File: src/rtl/spi_master.sv
// SPI mode-0 master: one byte per transfer, CLK_DIV clk cycles per SCLK half-period.
// Ports: start/tx_data in, rx_data/busy/done out, sclk/mosi/ss_n/miso SPI. Macro: SPI_MASTER_LSB_FIRST_EN.
module spi_master #(
  parameter int CLK_DIV = 4
) (
  input  logic       clk,
  input  logic       rst_n,
  input  logic       start,
  input  logic [7:0] tx_data,
  output logic [7:0] rx_data,
  output logic       busy,
  output logic       done,
  output logic       sclk,
  output logic       mosi,
  input  logic       miso,
  output logic       ss_n
);

  localparam int DW = (CLK_DIV > 1) ? $clog2(CLK_DIV) : 1;
  localparam logic [DW-1:0] DIV_MAX = DW'(CLK_DIV - 1);
  localparam logic [DW-1:0] DIV_ONE = DW'(1);

  typedef enum logic [1:0] {
    IDLE   = 2'd0,
    XFER   = 2'd1,
    FINISH = 2'd2
  } state_t;

  state_t        state_q, state_d;
  logic [DW-1:0] div_q, div_d;
  logic [3:0]    tog_q, tog_d;
  logic          sclk_q, sclk_d;
  logic [7:0]    tx_sh_q, tx_sh_d;
  logic [7:0]    rx_sh_q, rx_sh_d;
  logic [7:0]    rx_data_q, rx_data_d;

  logic       tx_bit;
  logic [7:0] tx_next;
  logic [7:0] rx_next;

`ifdef SPI_MASTER_LSB_FIRST_EN
  assign tx_bit  = tx_sh_q[0];
  assign tx_next = {1'b0, tx_sh_q[7:1]};
  assign rx_next = {miso, rx_sh_q[7:1]};
`else
  assign tx_bit  = tx_sh_q[7];
  assign tx_next = {tx_sh_q[6:0], 1'b0};
  assign rx_next = {rx_sh_q[6:0], miso};
`endif

  always_ff @(posedge clk or negedge rst_n) begin
    if (!rst_n) begin
      state_q   <= IDLE;
      div_q     <= '0;
      tog_q     <= '0;
      sclk_q    <= 1'b0;
      tx_sh_q   <= '0;
      rx_sh_q   <= '0;
      rx_data_q <= '0;
    end else begin
      state_q   <= state_d;
      div_q     <= div_d;
      tog_q     <= tog_d;
      sclk_q    <= sclk_d;
      tx_sh_q   <= tx_sh_d;
      rx_sh_q   <= rx_sh_d;
      rx_data_q <= rx_data_d;
    end
  end

  always_comb begin
    state_d   = state_q;
    div_d     = div_q;
    tog_d     = tog_q;
    sclk_d    = sclk_q;
    tx_sh_d   = tx_sh_q;
    rx_sh_d   = rx_sh_q;
    rx_data_d = rx_data_q;
    unique case (state_q)
      IDLE: begin
        if (start) begin
          state_d = XFER;
          tx_sh_d = tx_data;
          rx_sh_d = '0;
          div_d   = '0;
          tog_d   = '0;
          sclk_d  = 1'b0;
        end
      end
      XFER: begin
        if (div_q == DIV_MAX) begin
          div_d  = '0;
          sclk_d = ~sclk_q;
          tog_d  = tog_q + 4'd1;
          if (!sclk_q) begin
            rx_sh_d = rx_next;
          end else if (tog_q != 4'd15) begin
            // last falling edge leaves mosi alone; FINISH gates it to 0
            tx_sh_d = tx_next;
          end
          if (tog_q == 4'd15) begin
            state_d   = FINISH;
            rx_data_d = rx_sh_q;
          end
        end else begin
          div_d = div_q + DIV_ONE;
        end
      end
      FINISH: state_d = IDLE;
      default: state_d = IDLE;
    endcase
  end

  always_comb begin
    busy    = 1'b0;
    done    = 1'b0;
    ss_n    = 1'b1;
    mosi    = 1'b0;
    sclk    = sclk_q;
    rx_data = rx_data_q;
    unique case (state_q)
      XFER: begin
        busy = 1'b1;
        ss_n = 1'b0;
        mosi = tx_bit;
      end
      FINISH: done = 1'b1;
      default: ;
    endcase
  end

endmodule

File: config.mk
export PLATFORM = sky130hd
export DESIGN_NAME = spi_master
export DESIGN_NICKNAME = d
export VERILOG_FILES = /design/src/rtl/spi_master.sv
export SDC_FILE = /design/constraint.sdc
export NUM_CORES = 1
export LEC_CHECK = 0
export CAP_MARGIN = 0
export CORE_MARGIN = 1
export CORE_UTILIZATION = 42
export CTS_CLUSTER_DIAMETER = 200
export CTS_CLUSTER_SIZE = 24
export DETAILED_ROUTE_END_ITERATION = 10
export HOLD_SLACK_MARGIN = 0.03
export PLACE_DENSITY = 0.77
export REMOVE_ABC_BUFFERS = 1
export SYNTH_ARGS = -nofsm -noshare
export SYNTH_HDL_FRONTEND = slang
export SYNTH_SLANG_ARGS = --single-unit
export TNS_END_PERCENT = 10
File: constraint.sdc
create_clock -name clk -period 1.9 [get_ports clk]
set_clock_uncertainty 0.1 [all_clocks]
set_input_delay 0.38 -clock clk [delete_from_list [all_inputs] [get_ports clk]]
set_output_delay 0.38 -clock clk [all_outputs]
set_load 0.03 [all_outputs]
==> run_1/sizing.png <==
Drawn at 6 px/um.
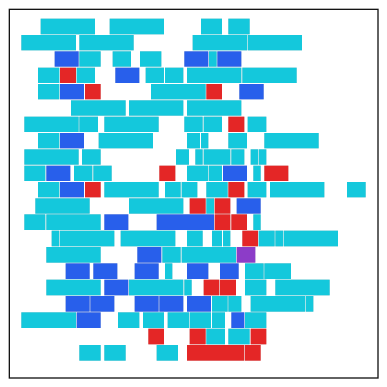
legend:
  x6 and larger:
    color: purple
    cells: 1
  x2:
    color: blue
    cells: 27
  x1 and smaller:
    color: cyan
    cells: 99
  x3 and x4:
    color: red
    cells: 20
area of all placed cells without fillers: 1880 um^2
buffers outside the clock class: 34
crit path setup slack, layout: 0.0591 ns

==> run_1/placed.png <==
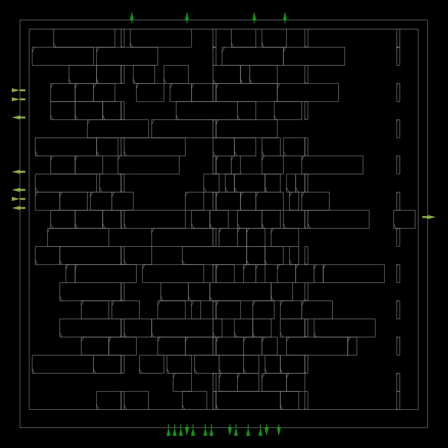
fraction of the core area covered by cells at the end of the flow: 56.2%
post-layout instance count excluding filler cells: 193
Core Box Area: 3340 um^2
Taps Inserted: 46

==> CHANGELOG.md, run 1 <==
### Changed

* Worst relative slew slack at 63.1%
* Kind of end point of the critical path: primary output
* Flop pwr share at ~46%
* Clock latency on the worst-skew pair at about 0.32 ns
* Mux cell area share after synthesis at approximately 20%
* Final-layout fill cell count at around 280
* Arr. time, crit path at between 1 and 1.5 ns
* Met3 track utilization from global routing at 4.41%
* Number of H-tree branching levels at 2
* Result of the run: finished, final reports clean
* End point of the critical path: mosi
* Chip area in the Yosys report at about 1500 um^2
* Prevailing logic family in the synthesized netlist: multiplexers
* Overall global routing resource usage at 17.2%
* Overall die height at 61.2 um
* Tool Warnings at 25
* Number of buffers inserted for hold repair after clock tree synthesis at 0
* Setup repair after global routing missed its margin: false
* Sinks on Clock Net at 33
* Global-route layer with the greatest usage: met2
* Final Wtd Congestion at 0.711
* Power of the clock network at 0.367 mW
* Fraction of the yosys area taken by sequential cells at a little under three fifths
* Reg clk slew, reported paths at ~0.10 ns
* DP Worst Slack at -0.120 ns
* Number of nets still failing antenna checks after routing at 0
* Kind of start point of the critical path: flop
* Switching part of the total power at about a third
* Count of buffers added by post-CTS timing repair for setup at 0
* Group with the largest share of power: sequential cells
* Finish-stage setup viols at 0
* Most instantiated logic cell after routing: sky130_fd_sc_hd__dfrtp_1
* Clock Tree Buf Depth at 2
* Met2 track demand over resource in global routing at 25.6%
* Tightest Pin Transition at roughly 0.55 ns
* Max frequency at 0.543 GHz
* R2r startpoint: tog_q[1]$_DFFE_PN0P_
* Parity-gate share of the synthesized area counting xor and xnor cells at 0%
* Combined buffer and inverter count along the critical path at 2
* Clock Power Share at 15.5%
* Internal at around 1.6 mW
* Commonest cells after routing, fill and taps aside: 32 x sky130_fd_sc_hd__dfrtp_1, 23 x sky130_fd_sc_hd__mux2_2, 19 x sky130_fd_sc_hd__clkdlybuf4s50_1
* Cell types with the largest area share after synthesis: sky130_fd_sc_hd__dfrtp_1 56%, sky130_fd_sc_hd__mux2_2 18%, sky130_fd_sc_hd__a22o_1 8.3%
* Net count, final at around 160
* Syn_area_per_cell at between 10 and 15 um^2
* Fraction of the mapped netlist area in adder cells at 1.70%
* Port Buffers at 24
* CTS tree: done
==> run_1/m1.png <==
Drawn at 10 px/um. Supply wires on this layer in gray. Cells faint in the background.
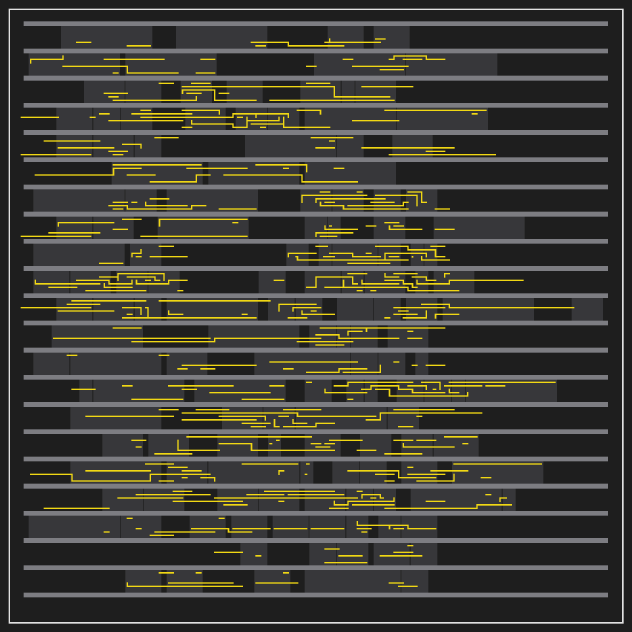
share of all routed wire: 47%
longest straight run: 15.6 um
nets with wire on the layer: 141
main direction: horizontal
wire length on this layer: 1280 um

==> run_1/util_map.png <==
Drawn at 6 px/um. The die is cut into 6 by 6 equal tiles; dark blue is low, red is high, 0 to 100% covered.
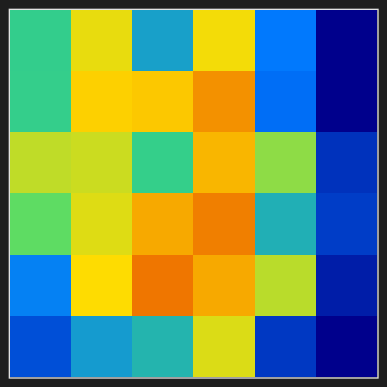
nearly empty tiles: 8.3%
mean over tiles: 49%
fullest tile: 87%
emptiest ninth of the die: upper right

==> run 1: registers in the layout (all words and copies together) (netlist names) <==
| register | count |
|---|---|
| rx_data | 8 |
| rx_sh_q | 8 |
| tx_sh_q | 8 |
| tog_q | 4 |
| div_q | 2 |
| state_q | 2 |
| sclk | 1 |
==> run 1: Yosys cell counts <==
library cell	n
sky130_fd_sc_hd__nor2b_1	1
sky130_fd_sc_hd__nor3b_1	1
sky130_fd_sc_hd__nand3b_1	1
sky130_fd_sc_hd__mux2i_1	3
sky130_fd_sc_hd__ha_1	2
sky130_fd_sc_hd__nand2_1	3
sky130_fd_sc_hd__o22ai_1	1
sky130_fd_sc_hd__a21o_1	1
sky130_fd_sc_hd__buf_4	1
sky130_fd_sc_hd__o32ai_1	1
sky130_fd_sc_hd__and2b_1	1
sky130_fd_sc_hd__nand2b_1	2
sky130_fd_sc_hd__nand3_1	1
sky130_fd_sc_hd__a221oi_4	1
sky130_fd_sc_hd__mux2_2	23
sky130_fd_sc_hd__and3_4	1
sky130_fd_sc_hd__nor3_1	1
sky130_fd_sc_hd__dfrtp_1	33
sky130_fd_sc_hd__nor2_1	4
sky130_fd_sc_hd__o21bai_1	1
sky130_fd_sc_hd__a31oi_1	1
sky130_fd_sc_hd__nand4_1	1
sky130_fd_sc_hd__buf_2	3
sky130_fd_sc_hd__inv_2	1
sky130_fd_sc_hd__inv_1	5
sky130_fd_sc_hd__a22o_1	14
sky130_fd_sc_hd__o31ai_1	1
==> run 1: final cells by class <==
| class | count | area, um^2 | area share, % |
|---|---|---|---|
| multi-input combinational | 66 | 611 | 32.5 |
| inverter | 6 | 27.5 | 1.47 |
| timing repair buffer | 34 | 305 | 16.3 |
| clock buffer | 8 | 48.8 | 2.60 |
| sequential | 33 | 827 | 44.1 |
| tap | 46 | 57.6 | 3.07 |
==> run_1/port_trees.png <==
Drawn at 6 px/um.
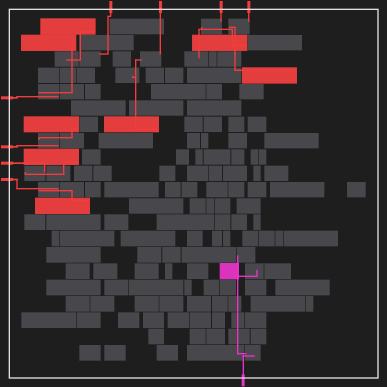

--- run 2 (diff from run 1) ---
--- a/config.mk
+++ b/config.mk
@@ -6,6 +6,7 @@
 export NUM_CORES = 1
 export LEC_CHECK = 0
 export CAP_MARGIN = 0
+export CORE_ASPECT_RATIO = 1.1
 export CORE_MARGIN = 1
 export CORE_UTILIZATION = 42
 export CTS_CLUSTER_DIAMETER = 200
==> run_2/port_trees.png <==
Drawn at 6 px/um.
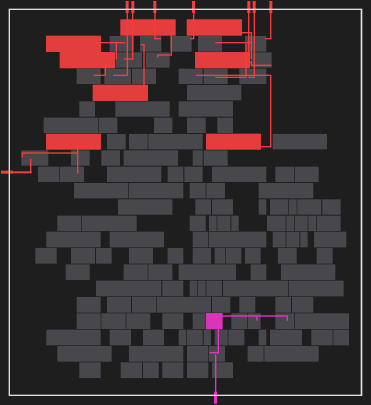
legend:
  busy:
    color: magenta
    direction: output
    edge: bottom
    end_cells: 1
    buffers: 1
    wire: 24.9 um
  rx_data:
    color: red
    direction: output
    edge: 7 top, 1 left
    end_cells: 8
    buffers: 8
    wire: 162 um

==> run 2 against run 1 <==
Compared with the run above:
- synthesized cell count is the same
- global-route usage shrank 0.48 points
- critical path depth is the same
- first-iteration DRC count shrank 19%
- largest cell class unchanged
- wire length shrank 0.88%
- die area is essentially flat
- sequential power is essentially flat
- via count grew 1.3%
- register-to-register slack lost 0.02 ns
==> CHANGELOG.md, run 2 <==
### Changed

* Async set-or-reset flop fraction in the synthesized netlist at 100%
* Arr. time, crit path at roughly 1.4 ns
* Met2 track demand over resource in global routing at 25.7%
* Commonest cells after routing, fill and taps aside: 32 x sky130_fd_sc_hd__dfrtp_1, 23 x sky130_fd_sc_hd__mux2_2, 15 x sky130_fd_sc_hd__clkdlybuf4s50_1
* Kind of start point of the critical path: flop
* Chip area in the Yosys report at between 1000 and 1500 um^2
* Fraction of the mapped netlist area in adder cells at approximately 1.7%
* Mux cell area share after synthesis at about a fifth
* Clock latency on the worst-skew pair at 0.34 ns
* CTS tree: done
* R2r startpoint: tog_q[1]$_DFFE_PN0P_
* Number of nets still failing antenna checks after routing at 0
* Fraction of the yosys area taken by sequential cells at between 50% and 60%
* Clock Power Share at approximately 25%
* Global-route layer with the greatest usage: met2
* Parity-gate share of the synthesized area counting xor and xnor cells at 0%
* Count of buffers added by post-CTS timing repair for setup at 0
* Post-layout instance count excluding filler cells at ~200
* Fraction of the core area covered by cells at the end of the flow at between 50% and 60%
* Core Box Area at 3330 um^2
* Sinks on Clock Net at 33
* Pins Over Slew Limit at 0
* Tool Warnings at 26
* Switching part of the total power at between 30% and 40%
* Met3 track utilization from global routing at under 10%
* Net count, final at 160
* Most instantiated logic cell after routing: sky130_fd_sc_hd__dfrtp_1
* Finish-stage setup viols at 0
* Overall die height at between 60 and 70 um
* Kind of end point of the critical path: primary output
* Port Buffers at 24
* Internal at 1.83 mW
* Overall global routing resource usage at 16.8%
* Final Wtd Congestion at 0.793
* Power of the clock network at approximately 0.65 mW
* Syn_area_per_cell at around 14 um^2
* Worst relative slew slack at 67.0%
* Post-synth tally of flip-flops with integrated enable at 0
* Most common flop cell mapped by yosys: sky130_fd_sc_hd__dfrtp_1
* Tightest Pin Transition at about 0.49 ns
* Cell types with the largest area share after synthesis: sky130_fd_sc_hd__dfrtp_1 56%, sky130_fd_sc_hd__mux2_2 18%, sky130_fd_sc_hd__a22o_1 8.3%
* Number of H-tree branching levels at 2
* Group with the largest share of power: sequential cells
* Flop pwr share at approximately two fifths
* Type of the setup path with the least slack: reg2out
* Result of the run: finished, final reports clean
==> run_2/sizing.png <==
Drawn at 6 px/um.
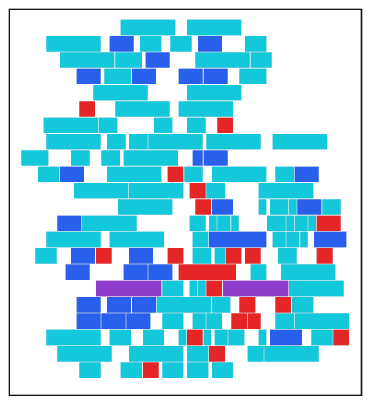
legend:
  x6 and larger:
    color: purple
    cells: 2
  x2:
    color: blue
    cells: 28
  x3 and x4:
    color: red
    cells: 21
  x1 and smaller:
    color: cyan
    cells: 96
Area Growth Syn to Fin: 31.9%
area of all placed cells without fillers: 1940 um^2
crit path setup slack, layout: 0.0265 ns

run 2: cell counts after synthesis:
Identical to the previous run, type by type.
run 2: area by class of cell:
class / count / area, um^2
Clock buffer: 5 / 37.5
Clock inverter: 3 / 65.1
Multi-Input combinational cell: 66 / 612
Fill cell: 264 / 1390
Sequential cell: 33 / 827
Timing Repair Buffer: 34 / 315
Tap cell: 48 / 60.1
Inverter: 6 / 25.0
run 2: logic make-up after synthesis:
family	Yosys count
simple gates	17
flops	33
mux	26
fa+ha+maj	2
compound gates	21
buf+inv	10
run 2: what timing repair did:
action | CTS | global route
resized | 4 | 7
hold buffers | 0 | 0
pin swaps | 0 | 0
endpoints found under the setup margin | 4 | 21
run 2: worst max-delay path by stage:
stage	from	end	slack, ns	cells past startpoint
floorplan	div_q[0]$_DFFE_PN0P_	rx_data[0]$_DFFE_PN0P_	-0.22	4
global placement	start	tx_sh_q[2]$_DFFE_PN0P_	-0.07	4
detailed placement	start	tx_sh_q[5]$_DFFE_PN0P_	-0.12	4
CTS	state_q[0]$_DFFE_PN0P_	mosi	0.01	4
global route	state_q[1]$_DFFE_PN0P_	mosi	-0.06	4
finish	state_q[0]$_DFFE_PN0P_	mosi	0.03	4
run 2: metrics by stage:
stage / cell area [um^2] / setup TNS [ns]
final: 1940 / 0
after global routing: 1940 / -0.172
after CTS: 1920 / 0
after detailed placement: 1820 / -0.707
after global placement: 1820 / -0.431
after floorplan: 1450 / -2.22
run 2: critical path, delay by kind of cell (launching register included):
family	cells	cell delay, ns
buf+inv	2	0.29
simple gates	2	0.28
flops	1	0.47
No activity file was given, so power comes from the tool's default toggle rates.
